**config.mk**
```make
export PLATFORM = sky130hd
export DESIGN_NAME = uart_echo_responder
export DESIGN_NICKNAME = d
export VERILOG_FILES = /design/src/rtl/uart_pkg.sv /design/src/rtl/uart_echo_fifo.sv /design/src/rtl/uart_echo_responder.sv
export SDC_FILE = /design/constraint.sdc
export NUM_CORES = 1
export LEC_CHECK = 0
export CELL_PAD_IN_SITES_DETAIL_PLACEMENT = 1
export CELL_PAD_IN_SITES_GLOBAL_PLACEMENT = 1
export CORE_ASPECT_RATIO = 0.5
export CORE_MARGIN = 2
export CORE_UTILIZATION = 30
export CTS_BUF_LIST = sky130_fd_sc_hd__clkbuf_8
export DETAILED_ROUTE_END_ITERATION = 6
export GPL_ROUTABILITY_DRIVEN = 0
export PLACE_DENSITY_LB_ADDON = 0.1
export SYNTH_ARGS = -nofsm -noshare
export SYNTH_HDL_FRONTEND = slang
export SYNTH_HIERARCHICAL = 1
export SYNTH_SLANG_ARGS = --single-unit
```
**constraint.sdc**
```tcl
create_clock -name clk -period 3.3 [get_ports clk]
set_input_delay 0.33 -clock clk [delete_from_list [all_inputs] [get_ports clk]]
set_output_delay 0.33 -clock clk [all_outputs]
set_load 0.005 [all_outputs]
```
**src/rtl/uart_pkg.sv**
```systemverilog
// Shared types and constants for the UART echo responder.
// UART_ECHO_CASE_SWAP_EN enables upper-casing of ASCII lowercase bytes at capture.
package uart_pkg;

  typedef enum logic [1:0] {
    IDLE      = 2'd0,
    LAUNCH    = 2'd1,
    WAIT_DONE = 2'd2
  } tx_state_t;

  localparam logic [7:0] ASCII_LC_A     = 8'h61;
  localparam logic [7:0] ASCII_LC_Z     = 8'h7A;
  localparam logic [7:0] ASCII_CASE_OFS = 8'h20;

  // Level counter needs one extra bit so that full and empty are distinguishable.
  function automatic int lvl_w(input int depth);
    return $clog2(depth) + 1;
  endfunction

  function automatic logic [7:0] to_upper(input logic [7:0] b);
    if (b >= ASCII_LC_A && b <= ASCII_LC_Z) return b - ASCII_CASE_OFS;
    return b;
  endfunction

endpackage

```
**src/rtl/uart_echo_fifo.sv**
```systemverilog
// Synchronous FIFO with free-running wrap counters; level = wr_cnt - rd_cnt.
module uart_echo_fifo
  import uart_pkg::*;
#(
  parameter int W     = 8,
  parameter int DEPTH = 4
) (
  input  logic                      clk,
  input  logic                      rst,
  input  logic                      push,
  input  logic [W-1:0]              push_data,
  input  logic                      pop,
  output logic [W-1:0]              head,
  output logic                      full,
  output logic                      empty,
  output logic [lvl_w(DEPTH)-1:0]   level
);
  localparam int AW = $clog2(DEPTH);
  localparam int LW = lvl_w(DEPTH);

  logic [W-1:0]  mem [DEPTH];
  logic [LW-1:0] wr_cnt, rd_cnt;
  logic          do_push, do_pop;

  assign level = wr_cnt - rd_cnt;
  assign full  = (level == LW'(DEPTH));
  assign empty = (level == '0);
  assign head  = mem[rd_cnt[AW-1:0]];

  // A pop frees a slot in the same cycle, so push into a full FIFO is allowed then.
  assign do_push = push && (!full || pop);
  assign do_pop  = pop && !empty;

  always_ff @(posedge clk or negedge rst) begin
    if (!rst) begin
      wr_cnt <= '0;
      rd_cnt <= '0;
    end else begin
      if (do_push) wr_cnt <= wr_cnt + 1'b1;
      if (do_pop)  rd_cnt <= rd_cnt + 1'b1;
    end
  end

  always_ff @(posedge clk) begin
    if (do_push) mem[wr_cnt[AW-1:0]] <= push_data;
  end

endmodule

```
**src/rtl/uart_echo_responder.sv**
```systemverilog
// Buffered echo path between UART_Rx and UART_Tx: captures bytes into a FIFO and replays them.
// Optional UART_ECHO_CASE_SWAP_EN upper-cases 'a'..'z' at capture (8-bit payload only).
module uart_echo_responder
  import uart_pkg::*;
#(
  parameter int PAYLOAD_BITS = 8,
  parameter int FIFO_DEPTH   = 4
) (
  input  logic                             clk,
  input  logic                             rst,
  input  logic [PAYLOAD_BITS-1:0]          rx_data,
  input  logic                             rx_valid,
  input  logic                             rx_break,
  input  logic                             tx_busy,
  input  logic                             echo_en,
  input  logic                             clr_status,
  output logic                             tx_en,
  output logic [PAYLOAD_BITS-1:0]          tx_data,
  output logic [lvl_w(FIFO_DEPTH)-1:0]     fifo_level,
  output logic                             overflow,
  output logic                             break_seen
);
  localparam int LW = lvl_w(FIFO_DEPTH);

  tx_state_t                 state, state_nxt;
  logic                      rx_valid_q, rx_edge;
  logic                      push_q;
  logic [PAYLOAD_BITS-1:0]   push_data_q, cap_data;
  logic                      pop, full, empty;
  logic [PAYLOAD_BITS-1:0]   head;
  logic                      tx_en_nxt;
  logic [PAYLOAD_BITS-1:0]   tx_data_nxt;
  logic [LW-1:0]             level;

`ifdef UART_ECHO_CASE_SWAP_EN
  if (PAYLOAD_BITS != 8) begin : g_bad_width
    $error("UART_ECHO_CASE_SWAP_EN requires PAYLOAD_BITS == 8");
  end
  assign cap_data = to_upper(rx_data);
`else
  assign cap_data = rx_data;
`endif

  assign rx_edge    = rx_valid && !rx_valid_q;
  assign fifo_level = level;

  // Capture is staged one cycle so the FIFO write lands the cycle after the edge.
  always_ff @(posedge clk or negedge rst) begin
    if (!rst) begin
      rx_valid_q  <= 1'b0;
      push_q      <= 1'b0;
      push_data_q <= '0;
      overflow    <= 1'b0;
      break_seen  <= 1'b0;
    end else begin
      rx_valid_q  <= rx_valid;
      push_q      <= rx_edge && echo_en && !rx_break;
      push_data_q <= cap_data;
      if (rx_break)        break_seen <= 1'b1;
      else if (clr_status) break_seen <= 1'b0;
      if (push_q && full && !pop) overflow <= 1'b1;
      else if (clr_status)        overflow <= 1'b0;
    end
  end

  uart_echo_fifo #(.W(PAYLOAD_BITS), .DEPTH(FIFO_DEPTH)) u_fifo (
    .clk       (clk),
    .rst       (rst),
    .push      (push_q),
    .push_data (push_data_q),
    .pop       (pop),
    .head      (head),
    .full      (full),
    .empty     (empty),
    .level     (level)
  );

  always_ff @(posedge clk or negedge rst) begin
    if (!rst) begin
      state   <= IDLE;
      tx_en   <= 1'b0;
      tx_data <= '0;
    end else begin
      state   <= state_nxt;
      tx_en   <= tx_en_nxt;
      tx_data <= tx_data_nxt;
    end
  end

  always_comb begin
    state_nxt   = state;
    pop         = 1'b0;
    tx_en_nxt   = tx_en;
    tx_data_nxt = tx_data;
    unique case (state)
      IDLE: begin
        if (!empty && !tx_busy) begin
          pop         = 1'b1;
          tx_data_nxt = head;
          tx_en_nxt   = 1'b1;
          state_nxt   = LAUNCH;
        end
      end
      LAUNCH: begin
        if (tx_busy) begin
          tx_en_nxt = 1'b0;
          state_nxt = WAIT_DONE;
        end
      end
      WAIT_DONE: begin
        if (!tx_busy) state_nxt = IDLE;
      end
      default: begin
        tx_en_nxt = 1'b0;
        state_nxt = IDLE;
      end
    endcase
  end

endmodule

```
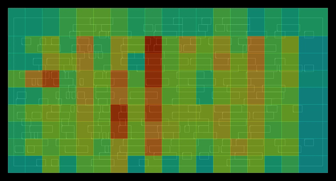
**Above:** run 1 (track usage over the die).
GRT Total Usage: 0.128
met2 Usage GRT: 0.196
met1 global-route usage: 0.155
Core Util, Final: 0.406
drt wl/cell: 16.2 um

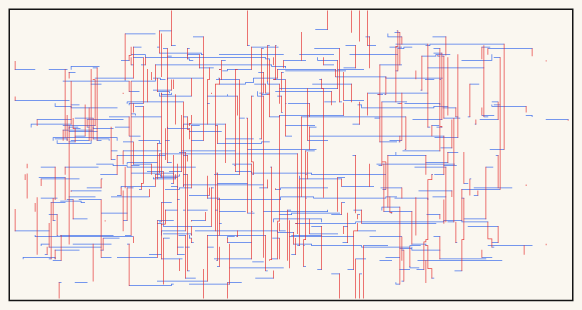
**Above:** run 1 (metal layers overlaid).
Two of the layers only.
- metal 2: red (wire length 2150 um)
- metal 1: blue (wire length 2050 um)
vias post-DR: 1200
Detailed Route WL: 4530 um

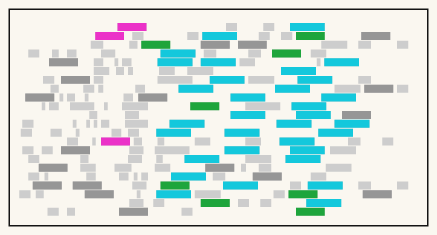
**Above:** run 1 (register map, names as in the netlist).
- push_data_q: green (placed flops 8)
- u_fifo/mem: cyan (placed flops 32)
- u_fifo/rd_cnt: magenta (placed flops 3)
- not coloured: 18
register area: 0.00169 mm^2
fraction of area in registers: 0.557
Seq. pwr: 1.03 mW

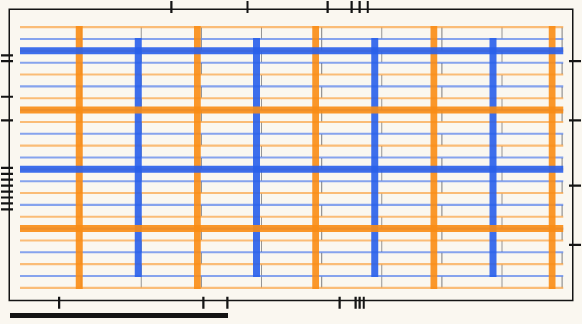
**Above:** run 1 (PDN straps and rails).
The bar under the picture is 50 um long. Pins as bars on the die edge. Tap cells in grey.
- VDD: blue
- VSS: orange
- met5 straps: 4
- met4 straps: 9
- rows: 22
- tap cells: 108
- signal pins: 29
Vert. Die Dim: 66.5 um
Die Wd: 129 um
core area: 0.00746 mm^2
Worst VDD drop: 0.000338 V

==> reports/qor.csv, run 1 <==
metric,value,unit
finish.instance_area,0.00303,mm^2
detail_route.first_pass.iterations,4,
crit_chain,"inv_1, ha_1, fa_1, xnor3_1, inv_1, nor2_1, nor4_4, buf_4, o311a_1",
synthArstFlopShare,0.475,
postSynthSeqShare,0.720,
topCombFamilyByArea,multiplexers,
r2r_cells,9,
postRouteAntennaNets,0,
clkLatencyLatePin,0.34,ns
status,"finished, final reports clean",
fp_util,0.314,
fin_hold_ws,0.395,ns
antenna_found_initial,0,
netlist.top_cell.by_area,edfxtp_1,
endpoint,u_fifo/mem[3][6],
common_cells,"32 x edfxtp_1, 29 x dfrtp_1, 9 x mux2_2, 8 x mux4_2, 7 x inv_1",
drt_iter0_drc,24,
grt_max_degree,30,
ys_cells,124,
rsz0062_at_grt,false,
grt-ovfl-total,0,
clk_pin_slew,0.07,ns
nonClkBufAreaFrac,0.105,
worstPathArrival,2.96,ns
synthAdderAreaFrac,0.0406,
synthFlopType,edfxtp_1,
power.total,2.82,mW
slowest_stage,o311a_1,
edf_count,32,
clock_cell_area_share,0.0790,
hp-class,input port to asynchronous set/reset pin,
ys.flops,61,
fin_crit_sh,0.905,
comb_cells,54,
layout_top_cell,edfxtp_1,
setup.worst_path.start,u_fifo/wr_cnt[0],
root_buffer,clkbuf_8,
==> run 1: sequential cells by signal, indices dropped and copies added, names as in the netlist, 2 cells and up <==
signal and flops:
u_fifo/wr_cnt 3, tx_data 8, state 2, u_fifo/mem 32
u_fifo/rd_cnt 3, push_data_q 8
==> run 1: metal layers <==
| layer | GRT usage | wire (um) |
|---|---|---|
| met1 | 0.155 | 2050 |
| met2 | 0.196 | 2150 |
| met3 | 0.0618 | 269 |
| met4 | 0.0571 | 55 |
| met5 | 0 | 0 |
==> run 1: where the power goes <==
part	leakage (nW)	switching (mW)	total, mW	internal, mW
clock	0.121	0.293	0.792	0.499
sequential	0.634	0.0954	1.03	0.936
combinational	0.409	0.425	1.00	0.575
total	1.16	0.813	2.82	2.01
## Run 2: what changed since run 1
--- a/config.mk
+++ b/config.mk
@@ -18,3 +18,4 @@
 export SYNTH_HDL_FRONTEND = slang
 export SYNTH_HIERARCHICAL = 1
 export SYNTH_SLANG_ARGS = --single-unit
+export TNS_END_PERCENT = 50
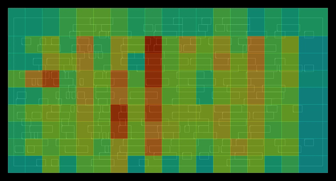
**Above:** run 2 (track usage over the die).
most used routing layer in global routing: met2
met3 Use GR: 0.0618

==> reports/qor.csv, run 2 <==
metric,value,unit
status,"finished, final reports clean",
avgRoutedWirePerCell,16.2,um
crit_chain,"inv_1, ha_1, fa_1, xnor3_1, inv_1, nor2_1, nor4_4, buf_4, o311a_1",
swShare,0.288,
slowest_stage,o311a_1,
endpoint,u_fifo/mem[3][6],
combPwrFrac,0.354,
switching_power,813,uW
postRouteAntennaNets,0,
synth_area,0.00234,mm^2
track_usage,0.128,
wl,4530,um
fin_hold_ws,0.395,ns
fin_crit,2.99,ns
topCombFamilyByArea,multiplexers,
post_dp_cell_area,0.00279,mm^2
fmax,335,MHz
ys.flops,61,
netlist.top_cell.by_area,edfxtp_1,
postSynthSeqShare,0.720,
fin_crit_sh,0.905,
cellPowerDensity,933,mW/mm^2
root_buffer,clkbuf_8,
fin_util,0.406,
common_cells,"32 x edfxtp_1, 29 x dfrtp_1, 9 x mux2_2, 8 x mux4_2, 7 x inv_1",
setup.worst_path.start,u_fifo/wr_cnt[0],
clockPowerShare,0.280,
synthAdderAreaFrac,0.0406,
drt_iter0_drc,24,
r2r_cells,9,
pg_clk,792,uW
fp_util,0.314,
powerComb,1.00,mW
clock-sinks,61,
core-area,0.00746,mm^2
grt_max_degree,30,
p_seq_frac,0.365,
critPathCaptureType,flop,
post-cts-setup-buffers,0,
clk_pin_slew,0.07,ns
seq_power,1.03,mW
power.total,2.82,mW
top_area_frac,0.410,
grt-ovfl-total,0,
ys_cells,124,
yosysWarnings,6,
clkLatencyLatePin,0.34,ns
internal-power,2.01,mW
edf_count,32,
hp-class,input port to asynchronous set/reset pin,
die_x,129,um
ir_drop,0.000338,V
largest_register_ffs,32,
layout_top_cell,edfxtp_1,
antenna_found_initial,0,
die_h,66.5,um
maxPowerGroup,registers,
synthArstFlopShare,0.475,
vias,1200,
worstPathArrival,2.96,ns
rsz0062_at_grt,false,
detail_route.first_pass.iterations,4,
finish.instance_area,0.00303,mm^2
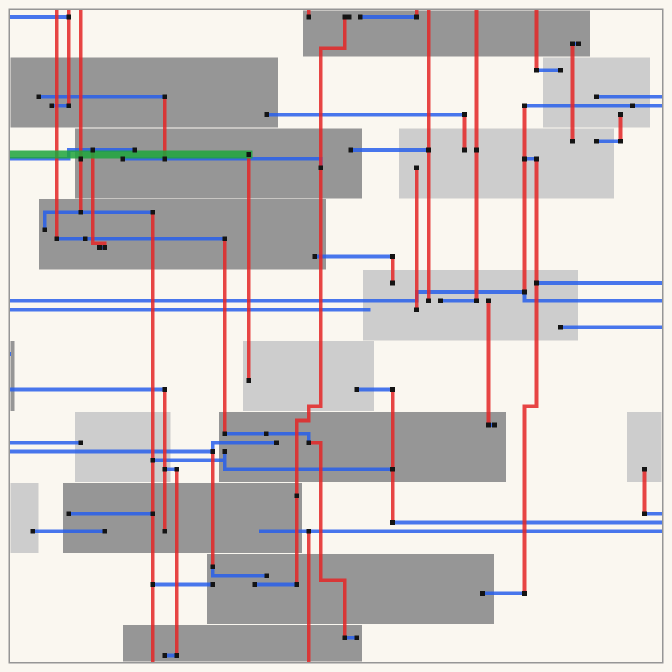
**Above:** run 2 (zoomed window).
Window x 84 to 109, y 4 to 29 um. Cells in grey, sequential cells in the stronger grey; small squares are vias.
- metal 1: blue
- metal 3: green
- metal 2: red
- most frequent: edfxtp_1 (6), dfrtp_1 (2), mux4_2 (2)
- netlist names of flops here include: u_fifo/mem (6), push_data_q (2)
- cells with their middle in the window: 13
- sequential cells in the window: 8

==> run 2: cell counts after synthesis <==
No cell type changed its count.
==> run 2: layout make-up <==
| cell class | instances | area, um^2 | area share |
|---|---|---|---|
| Tap cell | 108 | 135 | 0.0446 |
| Clock inverter | 7 | 115 | 0.0380 |
| Timing Repair Buffer | 33 | 318 | 0.105 |
| Inverter | 7 | 26.3 | 0.00868 |
| Sequential cell | 61 | 1690 | 0.557 |
| Clock buffer | 9 | 124 | 0.0409 |
| Multi-Input combinational cell | 54 | 622 | 0.205 |
==> run 2: routing by layer <==
metal	part of all wire	vias up	GRT usage
li1	-	546	-
met1	0.45	619	0.155
met2	0.47	30	0.196
met3	0.059	5	0.0618
met4	0.012	0	0.0571
met5	0	-	0
## Run 3: what changed since run 2
--- a/config.mk
+++ b/config.mk
@@ -13,7 +13,7 @@
 export CTS_BUF_LIST = sky130_fd_sc_hd__clkbuf_8
 export DETAILED_ROUTE_END_ITERATION = 6
 export GPL_ROUTABILITY_DRIVEN = 0
-export PLACE_DENSITY_LB_ADDON = 0.1
+export PLACE_DENSITY_LB_ADDON = 0.15
 export SYNTH_ARGS = -nofsm -noshare
 export SYNTH_HDL_FRONTEND = slang
 export SYNTH_HIERARCHICAL = 1
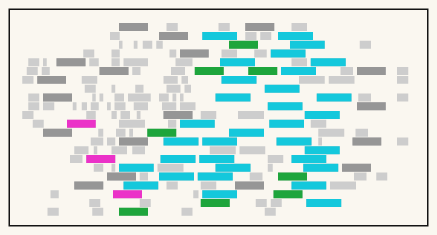
**Above:** run 3 (register map, names as in the netlist).
- u_fifo/mem: cyan (placed flops 32)
- u_fifo/rd_cnt: magenta (placed flops 3)
- push_data_q: green (placed flops 8)
fraction of area in registers: 0.571
Core Util, Final: 0.396

==> reports/qor.csv, run 3 <==
metric,value,unit
highest_layer,met4,
hp-class,input port to asynchronous set/reset pin,
crit_chain,"inv_1, ha_1, fa_1, xnor3_1, inv_1, nor2_1, nor4_4, o31a_1, and2_1",
clockPowerShare,0.216,
tap_cells,108,
clk_pin_slew,0.07,ns
power.total,2.59,mW
finalMaxSlewViolations,0,
largest_class,sequential cells,
synth_area,0.00234,mm^2
drt_iter0_drc,90,
largest_register_ffs,32,
internal-power,1.78,mW
drc,0,
wirelength_met1,2180,um
grt-busiest-layer,met2,
numCtsBuffers,9,
buffers_excl_clock,33,
grt_max_degree,30,
seq_area,0.00169,mm^2
n_all_inverters,7,
seq_cell_count,61,
synthArstFlopShare,0.475,
pg_clk,558,uW
edf_count,32,
detail_route.first_pass.iterations,4,
logic_area,622,um^2
switching_power,804,uW
seq_power,1.04,mW
root_buffer,clkbuf_8,
die_x,129,um
postSynthSeqShare,0.720,
avgRoutedWirePerCell,16.1,um
antenna_found_initial,0,
synth_cell_types,29,
post-cts-setup-buffers,0,
combPwrFrac,0.383,
powerComb,992,uW
ys.flops,61,
layout_top_cell,edfxtp_1,
rsz0062_at_grt,false,
common_cells,"32 x edfxtp_1, 29 x dfrtp_1, 9 x mux2_2, 8 x mux4_2, 7 x inv_1",
netlist.top_cell.by_area,edfxtp_1,
ys_cells,124,
p_seq_frac,0.401,
comb_cells,54,
fin_crit_sh,0.909,
yosysWarnings,6,
comb-cell-share,0.210,
critPathCaptureType,flop,
clkLatencyLatePin,0.34,ns
maxPowerGroup,registers,
die_h,66.5,um
rrSetupSlack,0.30,ns
worstPathArrival,2.98,ns
vias,1184,
postRouteAntennaNets,0,
n_clock_buffer,10,
final_cell_mix,"32 x edfxtp_1, 29 x dfrtp_1, 28 x clkdlybuf4s50_1, 10 x clkbuf_8, 9 x mux2_2",
swShare,0.311,
fmax,333,MHz
track_usage,0.127,
clock-sinks,61,
grt-ovfl-total,0,
core-area,0.00746,mm^2
postCtsHoldBufs,0,
endpoint,u_fifo/mem[2][2],
met3WireLength,244,um
fp_util,0.314,
chipArea,0.00858,mm^2
nonClkBufAreaFrac,0.108,
synthFlopType,edfxtp_1,
top_area_frac,0.410,
clock_cell_area_share,0.0567,
setup.worst_path.start,u_fifo/wr_cnt[0],
status,"finished, final reports clean",
r2r_cells,9,
wl,4510,um
fin_crit,3.00,ns
ir_drop,0.000308,V
cellPowerDensity,876,mW/mm^2
slowest_stage,and2_1,
wl_met2,2000,um
cp_top_family,simple AND/OR/NAND/NOR gates,
grt.met2_usage,0.181,
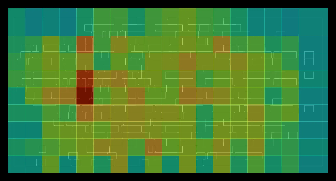
**Above:** run 3 (track usage over the die).
met3 Use GR: 0.0627
met1 global-route usage: 0.162

[run 3: kinds of logic after synthesis]
logic type / count (synthesis) / synth area share
flip-flops: 61 / 0.720
multiplexers: 18 / 0.127
AND/OR/NAND/NOR: 14 / 0.0390
AND-OR/OR-AND: 9 / 0.0310
buffers and inverters: 9 / 0.0149
adder cells (fa/ha/maj): 7 / 0.0406
XOR/XNOR: 6 / 0.0283
[run 3: metrics by stage]
stage	setup slack, ns	instances	instance area, um^2	hold WS, ns	utilization
after detailed placement	0.271	263	2790	0.411	0.374
after global placement	0.357	263	2790	0.397	0.374
after CTS	0.253	279	2960	0.396	0.396
final	0.299	279	2960	0.391	0.396
after floorplan	0.374	124	2340	0.0344	-
after global routing	0.0996	279	2960	0.418	0.396
Power and IR drop assume default switching activity.
